Fig. 1: run 1, floorplan with the power grid
Pins as bars on the die edge. Tap cells in gray.
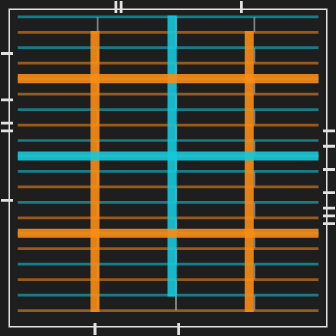
Fig. 2: run 1, cells colored by class
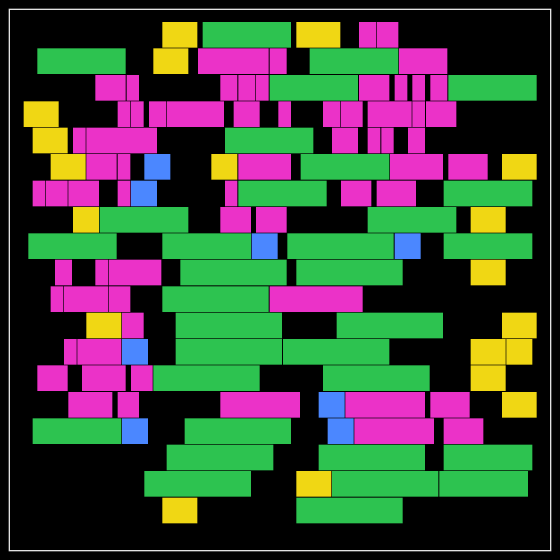
Fig. 3: run 1, clock distribution
The bar under the picture is 20 um long.
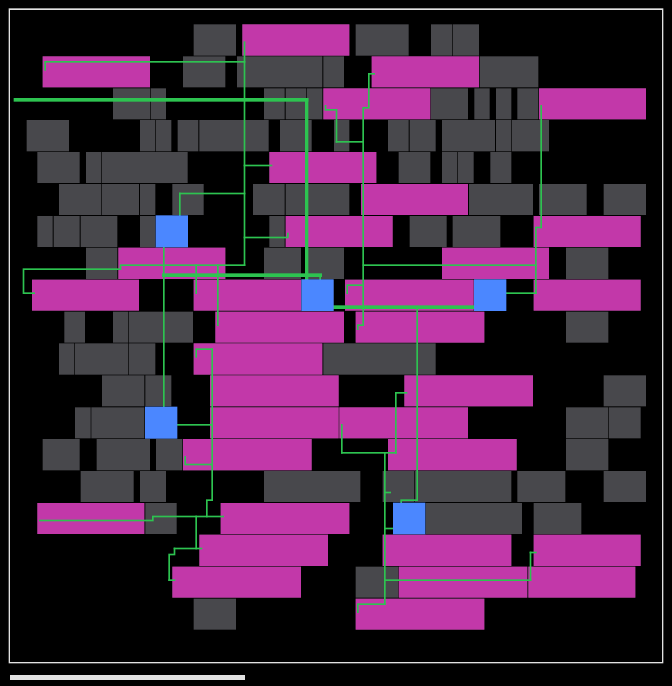
Fig. 4: run 1, signal wires by layer
The bar under the picture is 20 um long.
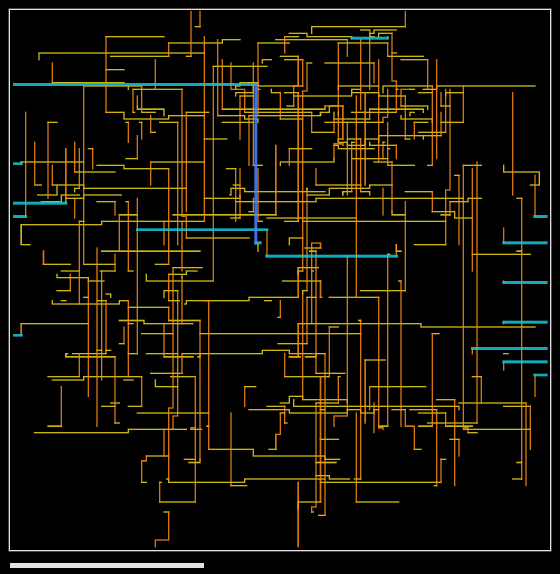
### config.mk
export PLATFORM = sky130hd
export DESIGN_NAME = bus_sync_tx_sched
export DESIGN_NICKNAME = d
export VERILOG_FILES = /design/src/rtl/bus_sync_tx_sched.sv
export SDC_FILE = /design/constraint.sdc
export NUM_CORES = 1
export LEC_CHECK = 0
export ABC_CLOCK_PERIOD_IN_PS = 2300
export CAP_MARGIN = 5
export CORE_UTILIZATION = 52
export CTS_BUF_LIST = sky130_fd_sc_hd__clkbuf_4 sky130_fd_sc_hd__clkbuf_8
export DETAILED_ROUTE_END_ITERATION = 10
export PLACE_DENSITY_LB_ADDON = 0.25
export SYNTH_ARGS = -nofsm -noshare
export SYNTH_HDL_FRONTEND = slang
export SYNTH_SLANG_ARGS = --single-unit
### constraint.sdc
create_clock -name a_clk -period 2.3 [get_ports a_clk]
set_input_delay 0.46 -clock a_clk [delete_from_list [all_inputs] [get_ports a_clk]]
set_output_delay 0.46 -clock a_clk [all_outputs]
set_load 0.03 [all_outputs]
### src/rtl/bus_sync_tx_sched.sv
// Transmit-side scheduler feeding a toggle-pulse bus synchronizer: buffers producer words
// and issues spaced single-cycle load pulses. Optional ack throttling via BUS_SYNC_TX_ACK_EN.
module bus_sync_tx_sched #(
    parameter int WIDTH = 4,
    parameter int DEPTH = 4,
    parameter int GAP   = 6
) (
    input  logic                       a_clk,
    input  logic                       reset_n,
    input  logic [WIDTH-1:0]           in_data,
    input  logic                       in_valid,
`ifdef BUS_SYNC_TX_ACK_EN
    input  logic                       b_ack_tgl,
`endif
    output logic                       in_ready,
    output logic [WIDTH-1:0]           tx_data,
    output logic                       tx_ld_pls,
    output logic [$clog2(DEPTH):0]     fifo_level,
    output logic                       busy
);

    localparam int AW       = $clog2(DEPTH);
    localparam int LW       = AW + 1;
    localparam int GAP_EFF  = (GAP < 1) ? 1 : GAP;
    localparam int CW       = $clog2(GAP_EFF + 1);
    localparam logic [CW-1:0] GAP_LOAD = CW'(GAP_EFF - 1);

    typedef enum logic [1:0] {
        ST_IDLE = 2'd0,
        ST_LOAD = 2'd1,
        ST_HOLD = 2'd2
    } state_t;

    state_t             state_r;
    state_t             state_s;
    logic [WIDTH-1:0]   mem_r [DEPTH];
    logic [AW-1:0]      wr_ptr_r;
    logic [AW-1:0]      rd_ptr_r;
    logic [LW-1:0]      level_r;
    logic [CW-1:0]      gap_cnt_r;
    logic [WIDTH-1:0]   tx_data_r;
    logic               tx_ld_pls_r;
    logic               push_s;
    logic               pop_s;
    logic               empty_s;
    logic               ack_ok_s;

    assign in_ready   = (level_r < LW'(DEPTH));
    assign empty_s    = (level_r == {LW{1'b0}});
    assign push_s     = in_valid && in_ready;
    // The pop happens on the edge entering LOAD so tx_data and the pulse rise together.
    assign pop_s      = (state_s == ST_LOAD);
    assign tx_data    = tx_data_r;
    assign tx_ld_pls  = tx_ld_pls_r;
    assign fifo_level = level_r;
    assign busy       = (state_r != ST_IDLE) || !empty_s;

`ifdef BUS_SYNC_TX_ACK_EN
    logic ack_s1_r;
    logic ack_s2_r;
    logic exp_ack_r;

    // Two-stage synchronizer for the receive-side ack toggle plus expected-ack tracker.
    always_ff @(posedge a_clk or negedge reset_n) begin
        if (!reset_n) begin
            ack_s1_r  <= 1'b0;
            ack_s2_r  <= 1'b0;
            exp_ack_r <= 1'b0;
        end else begin
            ack_s1_r  <= b_ack_tgl;
            ack_s2_r  <= ack_s1_r;
            exp_ack_r <= pop_s ? ~exp_ack_r : exp_ack_r;
        end
    end

    assign ack_ok_s = (ack_s2_r == exp_ack_r);
`else
    assign ack_ok_s = 1'b1;
`endif

    // Next-state logic for the IDLE/LOAD/HOLD pulse scheduler.
    always_comb begin
        state_s = state_r;
        case (state_r)
            ST_IDLE: begin
                if (!empty_s) state_s = ST_LOAD;
                else          state_s = ST_IDLE;
            end
            ST_LOAD: state_s = ST_HOLD;
            ST_HOLD: begin
                if ((gap_cnt_r == {CW{1'b0}}) && ack_ok_s) begin
                    if (!empty_s) state_s = ST_LOAD;
                    else          state_s = ST_IDLE;
                end else begin
                    state_s = ST_HOLD;
                end
            end
            default: state_s = ST_IDLE;
        endcase
    end

    // State register.
    always_ff @(posedge a_clk or negedge reset_n) begin
        if (!reset_n) state_r <= ST_IDLE;
        else          state_r <= state_s;
    end

    // FIFO storage; contents are don't-care until written, so no reset is needed.
    always_ff @(posedge a_clk) begin
        if (push_s) mem_r[wr_ptr_r] <= in_data;
    end

    // FIFO pointers and occupancy; simultaneous push and pop keep the level.
    always_ff @(posedge a_clk or negedge reset_n) begin
        if (!reset_n) begin
            wr_ptr_r <= {AW{1'b0}};
            rd_ptr_r <= {AW{1'b0}};
            level_r  <= {LW{1'b0}};
        end else begin
            if (push_s) wr_ptr_r <= wr_ptr_r + AW'(1);
            if (pop_s)  rd_ptr_r <= rd_ptr_r + AW'(1);
            case ({push_s, pop_s})
                2'b10:   level_r <= level_r + LW'(1);
                2'b01:   level_r <= level_r - LW'(1);
                default: level_r <= level_r;
            endcase
        end
    end

    // Gap counter: loaded during LOAD, counts down through HOLD.
    always_ff @(posedge a_clk or negedge reset_n) begin
        if (!reset_n) begin
            gap_cnt_r <= {CW{1'b0}};
        end else if (state_r == ST_LOAD) begin
            gap_cnt_r <= GAP_LOAD;
        end else if ((state_r == ST_HOLD) && (gap_cnt_r != {CW{1'b0}})) begin
            gap_cnt_r <= gap_cnt_r - CW'(1);
        end
    end

    // Output registers: tx_data only moves with the load pulse.
    always_ff @(posedge a_clk or negedge reset_n) begin
        if (!reset_n) begin
            tx_data_r   <= {WIDTH{1'b0}};
            tx_ld_pls_r <= 1'b0;
        end else begin
            if (pop_s) tx_data_r <= mem_r[rd_ptr_r];
            tx_ld_pls_r <= pop_s;
        end
    end

endmodule

==> results.sh, run 1 <==
# source this file to load flow results
export IMPL_outcome="completed"
export IMPL_nets=139
export IMPL_ys_sh_aoi_pct=6.53
export IMPL_chipWidth_um=55.6
export IMPL_dr_pass1_iters=4
export IMPL_mostFrequentLayoutCells="17 x dfrtp_1, 16 x edfxtp_1, 15 x clkdlybuf4s50_1"
export IMPL_skew_ps=10.6
export IMPL_largest_register_ffs=16
export IMPL_postCtsHoldBufs=0
export IMPL_grt_pass1_wl_um=3920
export IMPL_top_usage_layer="met2"
export IMPL_final_cells=156
export IMPL_clockRootBuffer="clkbuf_4"
export IMPL_totalPowerFinal_uw=2470
export IMPL_critPathRequiredTime_ps=2550
export IMPL_gp_congestion=0.742
export IMPL_met1_usage_pct=20.4
export IMPL_path_max_fanout=7
export IMPL_routed_via_density=5.32
export IMPL_dp_cells=148
export IMPL_p_clk_uw=327
export IMPL_io_buffers=16
export IMPL_finalSetupViolations=0
export IMPL_ys_seq_share_pct=60.6
export IMPL_drv_slew=0
export IMPL_cts_resized=1
export IMPL_cp_endpoint="fifo_level[2]$_DFFE_PN0P_"
export IMPL_ctsHtreeMaxLevel=2
export IMPL_critPathBufInv=2
export IMPL_ff_latch_area_sq_um=906
export IMPL_yosys_stat_cells=103
export IMPL_pg_seq_uw=1010
export IMPL_antenna_found_initial=0
export IMPL_route_detailed_drc=0
export IMPL_ys_sh_xor_pct=3.52
export IMPL_holdWs_ps=458
export IMPL_dpl_worst_slack_ps=68.7
export IMPL_route_met3_wl_um=90
export IMPL_ir_drop_v=0.00119
export IMPL_tightest_slew_ps=376
export IMPL_slew_headroom_pct=74.9
export IMPL_start_kind="flip-flop"
About Fig. 1:
[orange] VSS
[cyan] VDD
met4 straps: 3
rows: 19
met5 straps: 3
tap cells: 31
met1 rails: 20

About Fig. 2:
[green] registers | cells: 33
[blue] clock drivers and dummy loads | cells: 8
[yellow] remaining buffers and delay cells | cells: 19
[magenta] remaining logic cells | cells: 65

About Fig. 3:
[blue] clock-net drivers | count: 5
[magenta] flip-flops | count: 33
[green] clock wires | length: 350 um
flops lie: spread over the die

About Fig. 4:
[blue] M4 | wire length: 16.3 um
[cyan] M3 | wire length: 90.6 um
[yellow] M1 | wire length: 969 um
[orange] M2 | wire length: 1150 um
Total GRT Usage: 17.7%
per-cell routed wire length: 14.3 um
DR vias: 830
drt total wl: 2230 um

==> run 2: changes to the inputs <==
GPL_TIMING_DRIVEN = 0   (was default)
Fig. 5: run 2, floorplan with the power grid
Pins as bars on the die edge. Tap cells in gray.
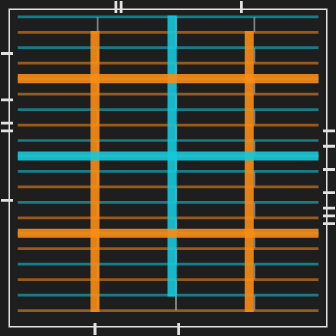
[orange] VSS
[cyan] VDD
met1 rails: 20
rows: 19
tap cells: 31
worst vdd ir: 0.00115 V
Die Ht: 55.6 um
core area: 2730 sq um

==> results.sh, run 2 <==
# source this file to load flow results
export IMPL_outcome="completed"
export IMPL_ys_seq_share_pct=60.6
export IMPL_track_usage_pct=18.0
export IMPL_ctsHtreeMaxLevel=2
export IMPL_pg_seq_uw=948
export IMPL_start_kind="flip-flop"
export IMPL_ys_sh_xor_pct=3.52
export IMPL_critPathBufInv=2
export IMPL_ff_latch_area_sq_um=906
export IMPL_chipWidth_um=55.6
export IMPL_holdWs_ps=512
export IMPL_routed_via_density=5.19
export IMPL_slew_headroom_pct=47.9
export IMPL_nets=145
export IMPL_clockRootBuffer="clkbuf_4"
export IMPL_top_usage_layer="met2"
export IMPL_route_met3_wl_um=126
export IMPL_wl_per_cell_um=14.3
export IMPL_p_clk_uw=355
export IMPL_cp_endpoint="fifo_level[2]$_DFFE_PN0P_"
export IMPL_totalPowerFinal_uw=2580
export IMPL_yosys_stat_cells=103
export IMPL_tightest_slew_ps=779
export IMPL_dp_cells=150
export IMPL_clkTransAtPathRegs_ps=100
export IMPL_largestPowerGroup="combinational logic"
export IMPL_dr_pass1_iters=3
export IMPL_drv_slew=0
export IMPL_wirelength_um=2320
export IMPL_gp_congestion=0.727
export IMPL_r2r_end="fifo_level[2]$_DFFE_PN0P_"
export IMPL_ys_ff=33
export IMPL_finalSetupViolations=0
export IMPL_ys_sh_aoi_pct=6.53
export IMPL_io_buffers=16
export IMPL_vias=840
export IMPL_skew_ps=13.6
export IMPL_mostFrequentLayoutCells="17 x dfrtp_1, 16 x edfxtp_1, 15 x clkdlybuf4s50_1"
export IMPL_antenna_found_initial=0
export IMPL_grt_max_degree=18
export IMPL_cts_resized=2
export IMPL_met1_usage_pct=21.6
export IMPL_dpl_worst_slack_ps=-193
export IMPL_path_max_fanout=7
export IMPL_cts_tree="done"
Fig. 6: run 2, clock distribution
The bar under the picture is 20 um long.
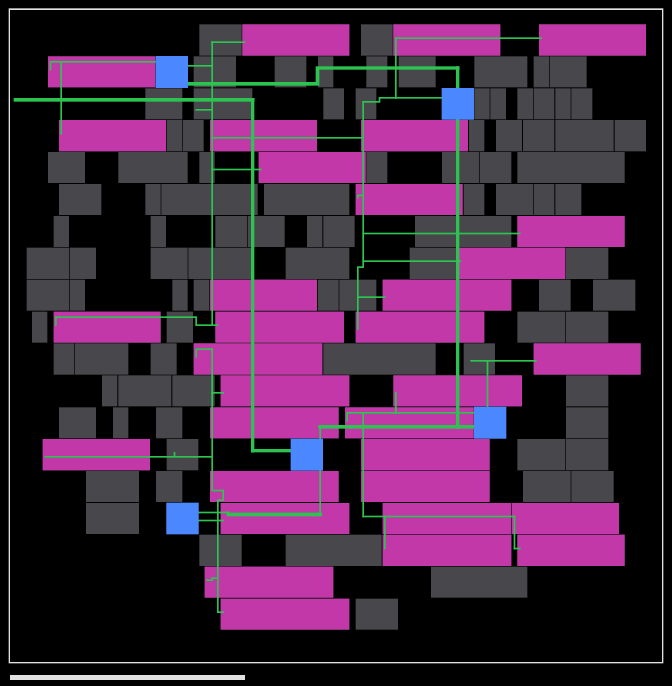

==> run 3: changes to the inputs <==
ABC_CLOCK_PERIOD_IN_PS = 2200   (was 2300)
CORE_UTILIZATION = 55   (was 52)
TNS_END_PERCENT = 30   (was default)
clock period = 2.2 ns   (was 2.3 ns; I/O delays follow)
Fig. 7: run 3, clock distribution
The bar under the picture is 20 um long.
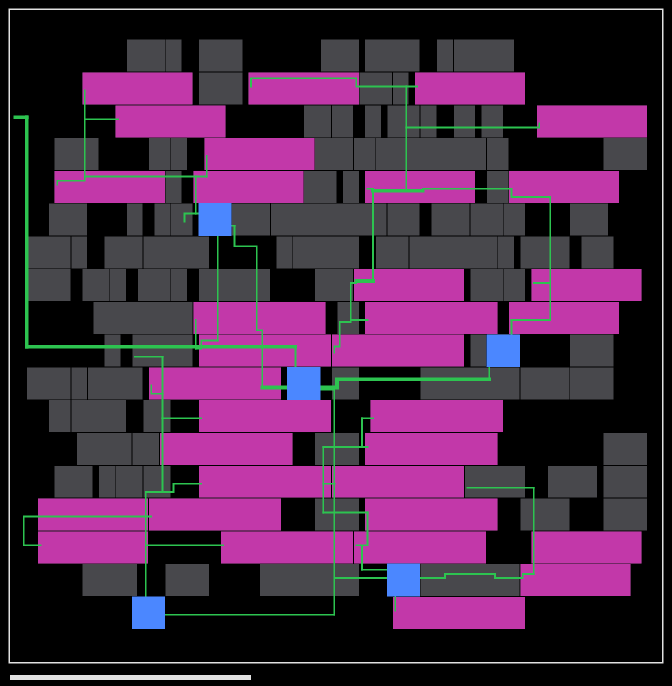
[green] clock wires | length: 366 um
[blue] clock-net drivers | count: 5
[magenta] flip-flops | count: 33
flops lie: spread over the die
Fin Clk Skew: 15.6 ps
clk ins delay skew pair: 330 ps
clk pwr: 377 uW
Clock Power Share: 13.7%

==> results.sh, run 3 <==
# source this file to load flow results
export IMPL_cts_tree="done"
export IMPL_chipWidth_um=54.1
export IMPL_vias=873
export IMPL_track_usage_pct=19.9
export IMPL_critPathBufInv=2
export IMPL_grt_max_degree=18
export IMPL_outcome="completed"
export IMPL_route_met3_wl_um=85
export IMPL_ctsHtreeMaxLevel=2
export IMPL_ys_ff=33
export IMPL_clkTransAtPathRegs_ps=110
export IMPL_ff_latch_area_sq_um=906
export IMPL_ys_sh_xor_pct=3.52
export IMPL_top_usage_layer="met2"
export IMPL_pg_seq_uw=996
export IMPL_nets=146
export IMPL_gp_congestion=0.690
export IMPL_cts_resized=2
export IMPL_drv_slew=0
export IMPL_path_max_fanout=7
export IMPL_ir_drop_v=0.00113
export IMPL_chipHeight_um=54.1
export IMPL_totalPowerFinal_uw=2760
export IMPL_core_sq_um=2520

==> screenshots <==
Routing congestion.
(a)
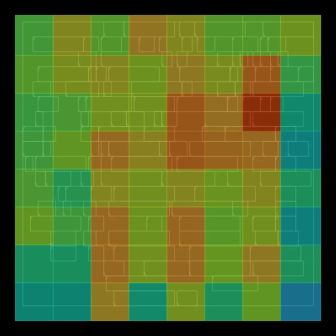
(b)
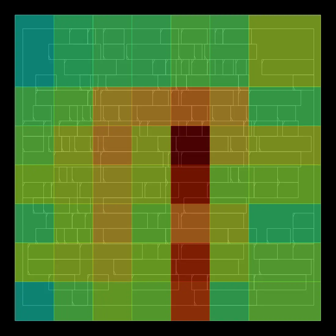
(c)
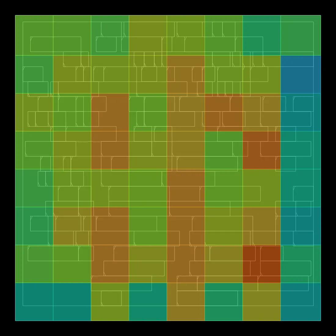
Run 3 is (b).
Run 1 is (c).
Run 2 is (a).

Power figures rest on the tool's default switching activity, not on a simulated workload.
